### src/rtl/gray_tracker_pkg.sv
// gray_tracker_pkg: shared state and step-classification types for the Gray position tracker
package gray_tracker_pkg;
  typedef enum logic [1:0] {IDLE, ACQUIRE, TRACK} state_t;
  typedef enum logic [1:0] {NONE, UP, DOWN, JUMP} step_t;
endpackage

### src/rtl/gray_input_filter.sv
// gray_input_filter: 2-flop synchroniser plus stability filter on the encoder input
module gray_input_filter #(
  parameter int WIDTH         = 4,
  parameter int STABLE_CYCLES = 4
) (
  input  logic             clk,
  input  logic             rst_n,
  input  logic [WIDTH-1:0] gray_in,
  output logic [WIDTH-1:0] cand,
  output logic             stable
);
  localparam int CW = $clog2(STABLE_CYCLES + 1);
  logic [WIDTH-1:0] sync1, sync2, cand_q;
  logic [CW-1:0] cnt, cnt_next;
  // the next candidate always equals the synchronised sample, so expose it directly
  assign cand = sync2;
  always_comb begin
    cnt_next = sync2 != cand_q ? CW'(1) : cnt == CW'(STABLE_CYCLES) ? cnt : cnt + CW'(1);
    stable   = cnt_next == CW'(STABLE_CYCLES);
  end
  always_ff @(posedge clk or negedge rst_n) begin
    if (!rst_n) begin
      sync1  <= '0;
      sync2  <= '0;
      cand_q <= '0;
      cnt    <= '0;
    end else begin
      sync1  <= gray_in;
      sync2  <= sync1;
      cand_q <= sync2;
      cnt    <= cnt_next;
    end
  end
endmodule

### src/rtl/gray_to_binary.sv
// gray_to_binary: combinational Gray-to-binary converter
module gray_to_binary #(
  parameter int WIDTH = 4
) (
  input  logic [WIDTH-1:0] gray,
  output logic [WIDTH-1:0] bin
);
  for (genvar g = 0; g < WIDTH; g++) begin : g_bit
    assign bin[g] = ^gray[WIDTH-1:g];
  end
endmodule

### src/rtl/gray_position_tracker.sv
// gray_position_tracker: filtered Gray encoder tracking with step/jump events and revolution count
module gray_position_tracker
  import gray_tracker_pkg::*;
#(
  parameter int WIDTH         = 4,
  parameter int STABLE_CYCLES = 4,
  parameter int REV_WIDTH     = 8,
  parameter int ERR_WIDTH     = 8
) (
  input  logic                 clk,
  input  logic                 rst_n,
  input  logic                 en,
  input  logic                 clear,
  input  logic [WIDTH-1:0]     gray_in,
  output logic [WIDTH-1:0]     position,
  output logic                 position_valid,
  output logic [REV_WIDTH-1:0] revolutions,
  output logic                 step_up,
  output logic                 step_down,
  output logic                 err_jump,
  output logic [ERR_WIDTH-1:0] err_count
);
  state_t state;
  step_t step;
  logic [WIDTH-1:0] cand, bin_new, last_gray, diff;
  logic stable, accept, wrap_up, wrap_down;
  gray_input_filter #(.WIDTH(WIDTH), .STABLE_CYCLES(STABLE_CYCLES)) u_filter (
    .clk(clk), .rst_n(rst_n), .gray_in(gray_in), .cand(cand), .stable(stable)
  );
  gray_to_binary #(.WIDTH(WIDTH)) u_g2b (.gray(cand), .bin(bin_new));
  always_comb begin
    accept    = en && stable && (state == ACQUIRE || (state == TRACK && cand != last_gray));
    diff      = bin_new - position;
    step      = !(accept && state == TRACK) ? NONE : diff == WIDTH'(1) ? UP : diff == '1 ? DOWN : JUMP;
    wrap_up   = step == UP && position == '1 && bin_new == '0;
    wrap_down = step == DOWN && position == '0 && bin_new == '1;
  end
  always_ff @(posedge clk or negedge rst_n) begin
    if (!rst_n) begin
      state          <= IDLE;
      position       <= '0;
      position_valid <= 1'b0;
      revolutions    <= '0;
      step_up        <= 1'b0;
      step_down      <= 1'b0;
      err_jump       <= 1'b0;
      err_count      <= '0;
      last_gray      <= '0;
    end else begin
      state          <= !en ? IDLE : state == IDLE ? ACQUIRE : (state == ACQUIRE && accept) ? TRACK : state;
      position_valid <= en && (state == TRACK || accept);
      step_up        <= step == UP;
      step_down      <= step == DOWN;
      err_jump       <= step == JUMP;
      if (accept) begin
        position  <= bin_new;
        last_gray <= cand;
      end
      revolutions <= clear ? '0 : wrap_up ? revolutions + REV_WIDTH'(1) :
                     wrap_down ? revolutions - REV_WIDTH'(1) : revolutions;
      err_count   <= clear ? '0 : (step == JUMP && err_count != '1) ? err_count + ERR_WIDTH'(1) : err_count;
    end
  end
endmodule

### config.mk
export PLATFORM = sky130hd
export DESIGN_NAME = gray_position_tracker
export DESIGN_NICKNAME = d
export VERILOG_FILES = /design/src/rtl/gray_tracker_pkg.sv /design/src/rtl/gray_input_filter.sv /design/src/rtl/gray_to_binary.sv /design/src/rtl/gray_position_tracker.sv
export SDC_FILE = /design/constraint.sdc
export NUM_CORES = 1
export LEC_CHECK = 0
export CAP_MARGIN = 10
export CORE_UTILIZATION = 45
export CTS_CLUSTER_DIAMETER = 30
export CTS_CLUSTER_SIZE = 25
export DETAILED_ROUTE_END_ITERATION = 10
export PLACE_DENSITY = 0.74
export SYNTH_ARGS = -nofsm -noshare
export SYNTH_HDL_FRONTEND = slang
export SYNTH_SLANG_ARGS = --single-unit
### constraint.sdc
create_clock -name clk -period 6.6 [get_ports clk]
set_clock_uncertainty 0.15 [all_clocks]
set_input_delay 0.66 -clock clk [delete_from_list [all_inputs] [get_ports clk]]
set_output_delay 0.66 -clock clk [all_outputs]
set_load 0.01 [all_outputs]
### Cell outlines without signal wires

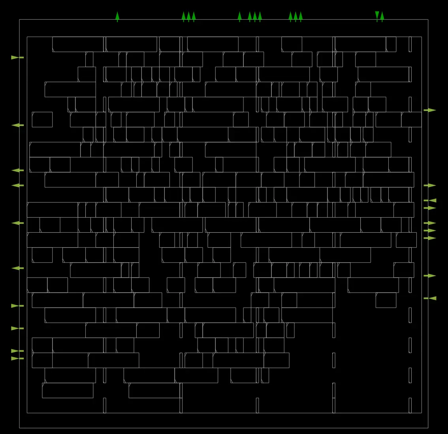
layout sequential cell count: 44
core utilization of the finished layout: 57.7%
area of the core: 0.00485 mm2
total of fill cells in the finished design: 425

### Port wiring

The bar under the picture is 20 um long.
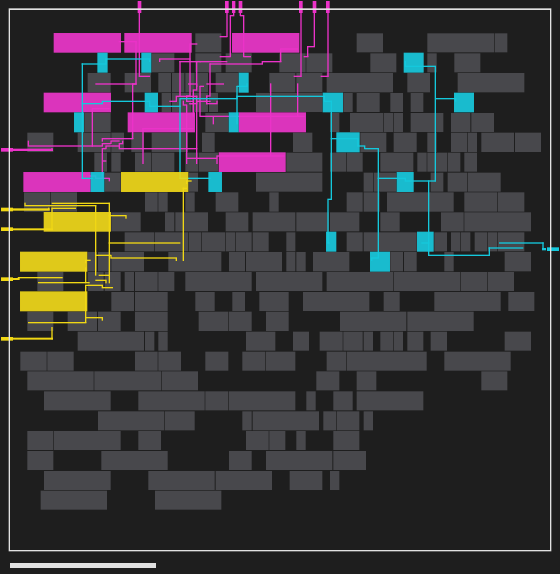
[`clear`] cyan | bits: 1 | direction: input | end cells: 16 | buffers: 1 | wire: 193 um
[`position`] yellow | bits: 4 | direction: output | end cells: 4 | buffers: 4 | wire: 136 um
[`err_count`] magenta | bits: 8 | direction: output | end cells: 8 | buffers: 8 | wire: 278 um

### Signal wires by layer

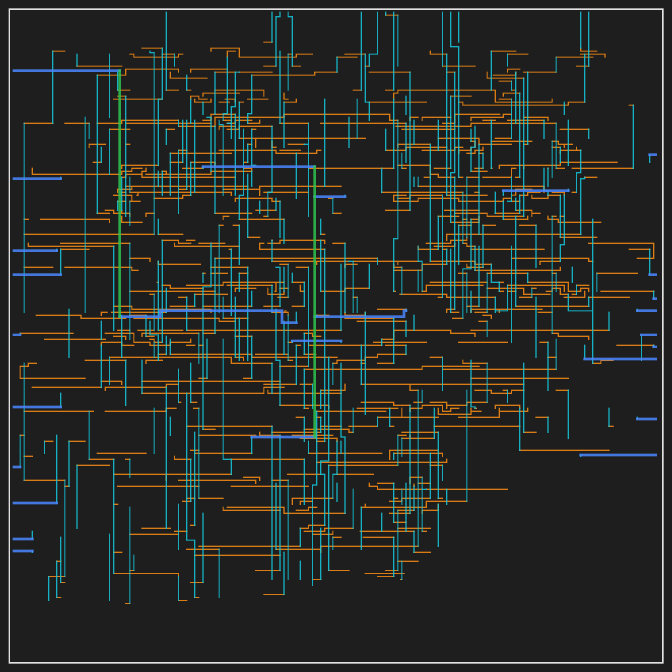
[metal 1] orange | wire length: 2080 um
[metal 3] blue | wire length: 136 um
[metal 4] green | wire length: 58.5 um
[metal 2] cyan | wire length: 1850 um

### Cell sizes after repair

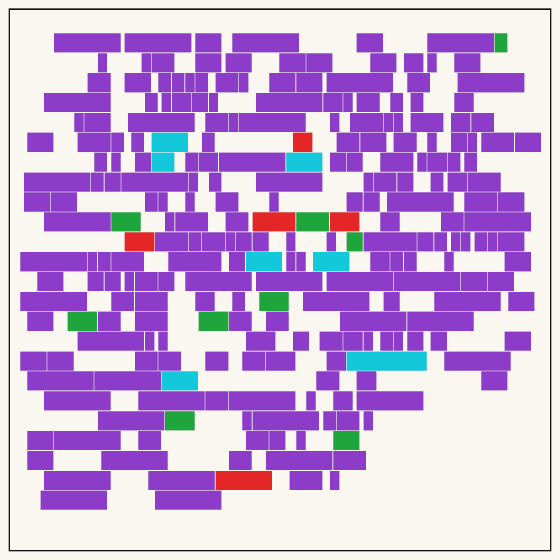
[_0 and _1 cells] purple | cells: 228
[_6 and larger] cyan | cells: 7
[_2 cells] green | cells: 9
[_3 and _4 cells] red | cells: 5

### Placement by cell class

Fill, decap, tap and diode cells in gray.
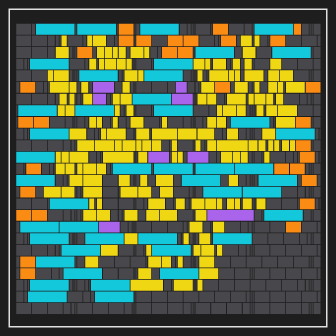
[combinational and other logic] yellow | cells: 166 | share of their area: 44%
[sequential cells] cyan | cells: 44 | share of their area: 41%
[clock drivers and dummy loads] purple | cells: 8 | share of their area: 4.2%
[remaining buffers and delay cells] orange | cells: 31 | share of their area: 11%

==> results_slide.txt <==
Flow Results at a Glance

Outcome
  • Run status: completed

Synth
  • Post-Syn Nets: 239
  • Mapped Area: 0.00232 mm2
  • Synthesis Warnings: 0
  • Total cell area reported by yosys after synthesis: 0.00232 mm2
  • Proportion of register bits with asynchronous set or reset after synthesis: 100%
  • Distinct cell type count after synthesis: 48
  • Sequential cell area fraction in the yosys report: 47.4%
  • Post-Synthesis Cells: 215
  • Area share of the leading cell type in the synthesized netlist: 47.4%
  • Cell type with the highest aggregate area in the netlist: sky130_fd_sc_hd__dfrtp_1
  • Post-synthesis average cell area: 10.8 um2
  • # Cells Yosys: 215
  • Top_reg_cell synth: sky130_fd_sc_hd__dfrtp_1
  • Most common library cells after synthesis: 44 x sky130_fd_sc_hd__dfrtp_1, 16 x sky130_fd_sc_hd__inv_1, 15 x sky130_fd_sc_hd__nor2_1, 14 x sky130_fd_sc_hd__ha_1
  • Most repeated cell in the gate-level netlist after synthesis: sky130_fd_sc_hd__dfrtp_1
  • Flops out of synthesis: 44
  • Ranking of synthesized cells by area: sky130_fd_sc_hd__dfrtp_1 47%, sky130_fd_sc_hd__ha_1 7.5%, sky130_fd_sc_hd__xor2_1 4.5%
  • Number of flops mapped to enable cells by yosys: 0

CTS
  • CTS Root Cell: sky130_fd_sc_hd__clkbuf_8
  • Clock tree from TritonCTS: built
  • Count of instances resized after the clock tree is built: 0
  • Hold-fix buffers, CTS: 0
  • Clock sink count: 44
  • Post-CTS Repair Setup Buffers: 0
  • Clock latency on the worst-skew pair: 0.30 ns
  • Clock buffer count from CTS: 5
  • Clock input transition at the sequential cells of the worst setup and hold paths: 0.09 ns
  • Number of H-tree branching levels: 2
  • Bufs on Longest Clock Path: 2

Global routing
  • Antenna violations before repair: 0
  • GR Util All Layers: 17.3%
  • Global routing's busiest layer: met2
  • GR Util met2: 27.6%
  • Largest net degree at the start of global routing: 45
  • Overflow left after global routing: 0
  • Grt met3 use: 4.12%
  • Number of global-route vias before repair: 1609
  • Met1 global-route usage: 23.0%
  • First-pass GRT wire length: 7120 um

Pwr
  • Internal power: 0.000488 W
  • Power drawn by the clock network: 0.000212 W
  • Switching power: 0.000202 W
  • Power dissipated in sequential cells: 0.000304 W
  • Switching power share of the total: 29.3%
  • Clk pwr share: 30.7%
  • Sequential power share: 44.1%
  • Share of total power in combinational logic: 25.2%
  • Leakage power: 1.23 nW
  • Combinational group power: 0.000174 W
  • Power density normalized to cell area: 247 mW/mm2
  • Main power-consuming group: sequential cells
  • Maximum VDD drop: 0.158 mV

Layout
  • Most used cells in the layout excluding fill and tap cells: 44 x sky130_fd_sc_hd__dfrtp_1, 30 x sky130_fd_sc_hd__clkdlybuf4s50_1, 16 x sky130_fd_sc_hd__inv_1
  • Data buffer area share: 10.9%
  • Fraction of area in multi-input gates: 40.4%
  • Non-clock inverters: 16
  • Clock network contribution to total cell area: 4.12%
  • Most common cell after layout, fill and taps aside: sky130_fd_sc_hd__dfrtp_1
  • Post-route standard cell area excluding fillers: 0.00280 mm2
  • Combinational gate area: 0.00113 mm2
  • Area of all sequential standard cells: 0.00110 mm2
  • Final antenna diode count: 0
  • Area grow syn2layout: 20.4%
  • Dominant kind of cell: combinational gates
  • Sequential portion of the cell area: 39.4%
  • NumNets Final: 272
  • Number of signal-net buffers in the layout: 31
  • Combinational gates: 150
  • Clock buffer cells: 5
  • Fraction of final layout cells sized beyond drive strength 1: 8.43%

Detailed routing
  • Average via count per standard cell: 5.14
  • Vias after detailed routing: 1625
  • Wire length reported by the detailed router: 4130 um
  • Remaining design rule violation count: 0
  • Wire length on met3: 136 um
  • Mean routed wirelength per cell: 13.1 um
  • Antenna-violating nets left: 0
  • Uppermost layer routed: met4
  • Length of routed wiring on met1: 2080 um
  • First DRT Iteration DRCs: 91
  • First-pass detailed-route iteration total: 4
  • Met2 WL post-DR: 1850 um

Min path
  • Cell depth of the worst min-delay path: 0
  • Beginning of the worst hold path: u_filter.sync1[2]$_DFF_PN0_
  • Classification of the worst-slack hold path: register to register
  • Worst Hold Path EP: u_filter.cand[2]$_DFF_PN0_

Job
  • # Max-Cap Violations: 0
  • OpenROAD warnings: 28

Timing
  • Final-report max-slew violation count: 0
  • Setup tns final: 0 ns
  • Final setup slack of the worst path: 1.51 ns
  • Hold_ws: 0.205 ns
  • Final setup vio count: 0
  • Setup repair after global routing missed its margin: false
  • Clock period minus worst slack: 5.09 ns
  • Final hold violation count: 0
  • Worst slew slack as a fraction of its limit: 36.0%
  • Pin slew with the least headroom to its limit: 0.960 ns
  • Max Clk Rate: 0.197 GHz

Setup path
  • Critical Path Source: u_filter.cand[2]$_DFF_PN0_
  • Arrival time of data at the critical path endpoint: 5.10 ns
  • Cell class contributing the biggest share of worst-path delay: AND-OR/OR-AND gates
  • Capture point of the worst path: revolutions[7]$_DFFE_PN0P_
  • Worst r2r dst: revolutions[7]$_DFFE_PN0P_
  • Slack of the worst reg-to-reg path: 1.51 ns
  • Largest incremental delay on the critical path: 0.51 ns
  • Cell-by-cell trace of the critical path: inv_1, ha_1, xnor2_1, xnor2_1, inv_1, ha_1, fa_1, xor2_1, o2111ai_1, nor3_4, inv_1, ha_1, a21o_1, a211oi_1, nor2_1, o41ai_1, xnor2_1, a22oi_1, o31ai_1
  • Kind of end point of the critical path: register
  • Kind of start point of the critical path: register
  • Number of buffers and inverters on the critical path: 3
  • Largest driver fanout on the critical path: 7
  • Cell with the largest stage delay on the worst path: sky130_fd_sc_hd__o41ai_1
  • R2R depth: 19
  • WS Path Type: register to register
  • Critical path depth in cells: 19
  • Reg2reg start: u_filter.cand[2]$_DFF_PN0_

Placement
  • DP Worst Slack: 1.49 ns
  • Number of input and output port buffers inserted: 31
  • DP Wirelength: 2960 um
  • Post-Place Cell Area: 0.00268 mm2
  • GPL Wtd Cong: 0.788

Floorplanning
  • Chip width: 73.9 um
  • Total die size: 0.00545 mm2
  • DIE HEIGHT: 73.9 um
  • Number of tap instances: 67
  • # rows: 25
  • Boundary Pins: 32
  • Initial Utilization: 47.9%
==> per-stage QoR <==
step | std cells | power, W
4_1_cts | 316 | 0.000698
3_3_place_gp | 308 | 0.000480
5_1_grt | 316 | 0.000729
6_report | 316 | 0.000690
3_5_place_dp | 308 | 0.000484
2_1_floorplan | 215 | 0.000426
==> sequential cells by signal (all words and copies together), names as in the netlist <==
signal	flops
u_filter.cand_q	4
position	3
err_jump	1
step_down	1
revolutions	8
err_count	8
u_filter.cnt	3
position_valid	1
u_filter.sync1	4
state	2
u_filter.cand	4
step_up	1
last_gray	4
==> kinds of logic after synthesis <==
group / synth area share [%]
AND/OR/NAND/NOR: 17.4
adder cells (fa/ha/maj): 9.26
buffers and inverters: 3.93
AND-OR/OR-AND: 10.8
flip-flops: 47.4
multiplexers: 2.85
XOR/XNOR: 8.29
Power is estimated from default activity; no workload was simulated.
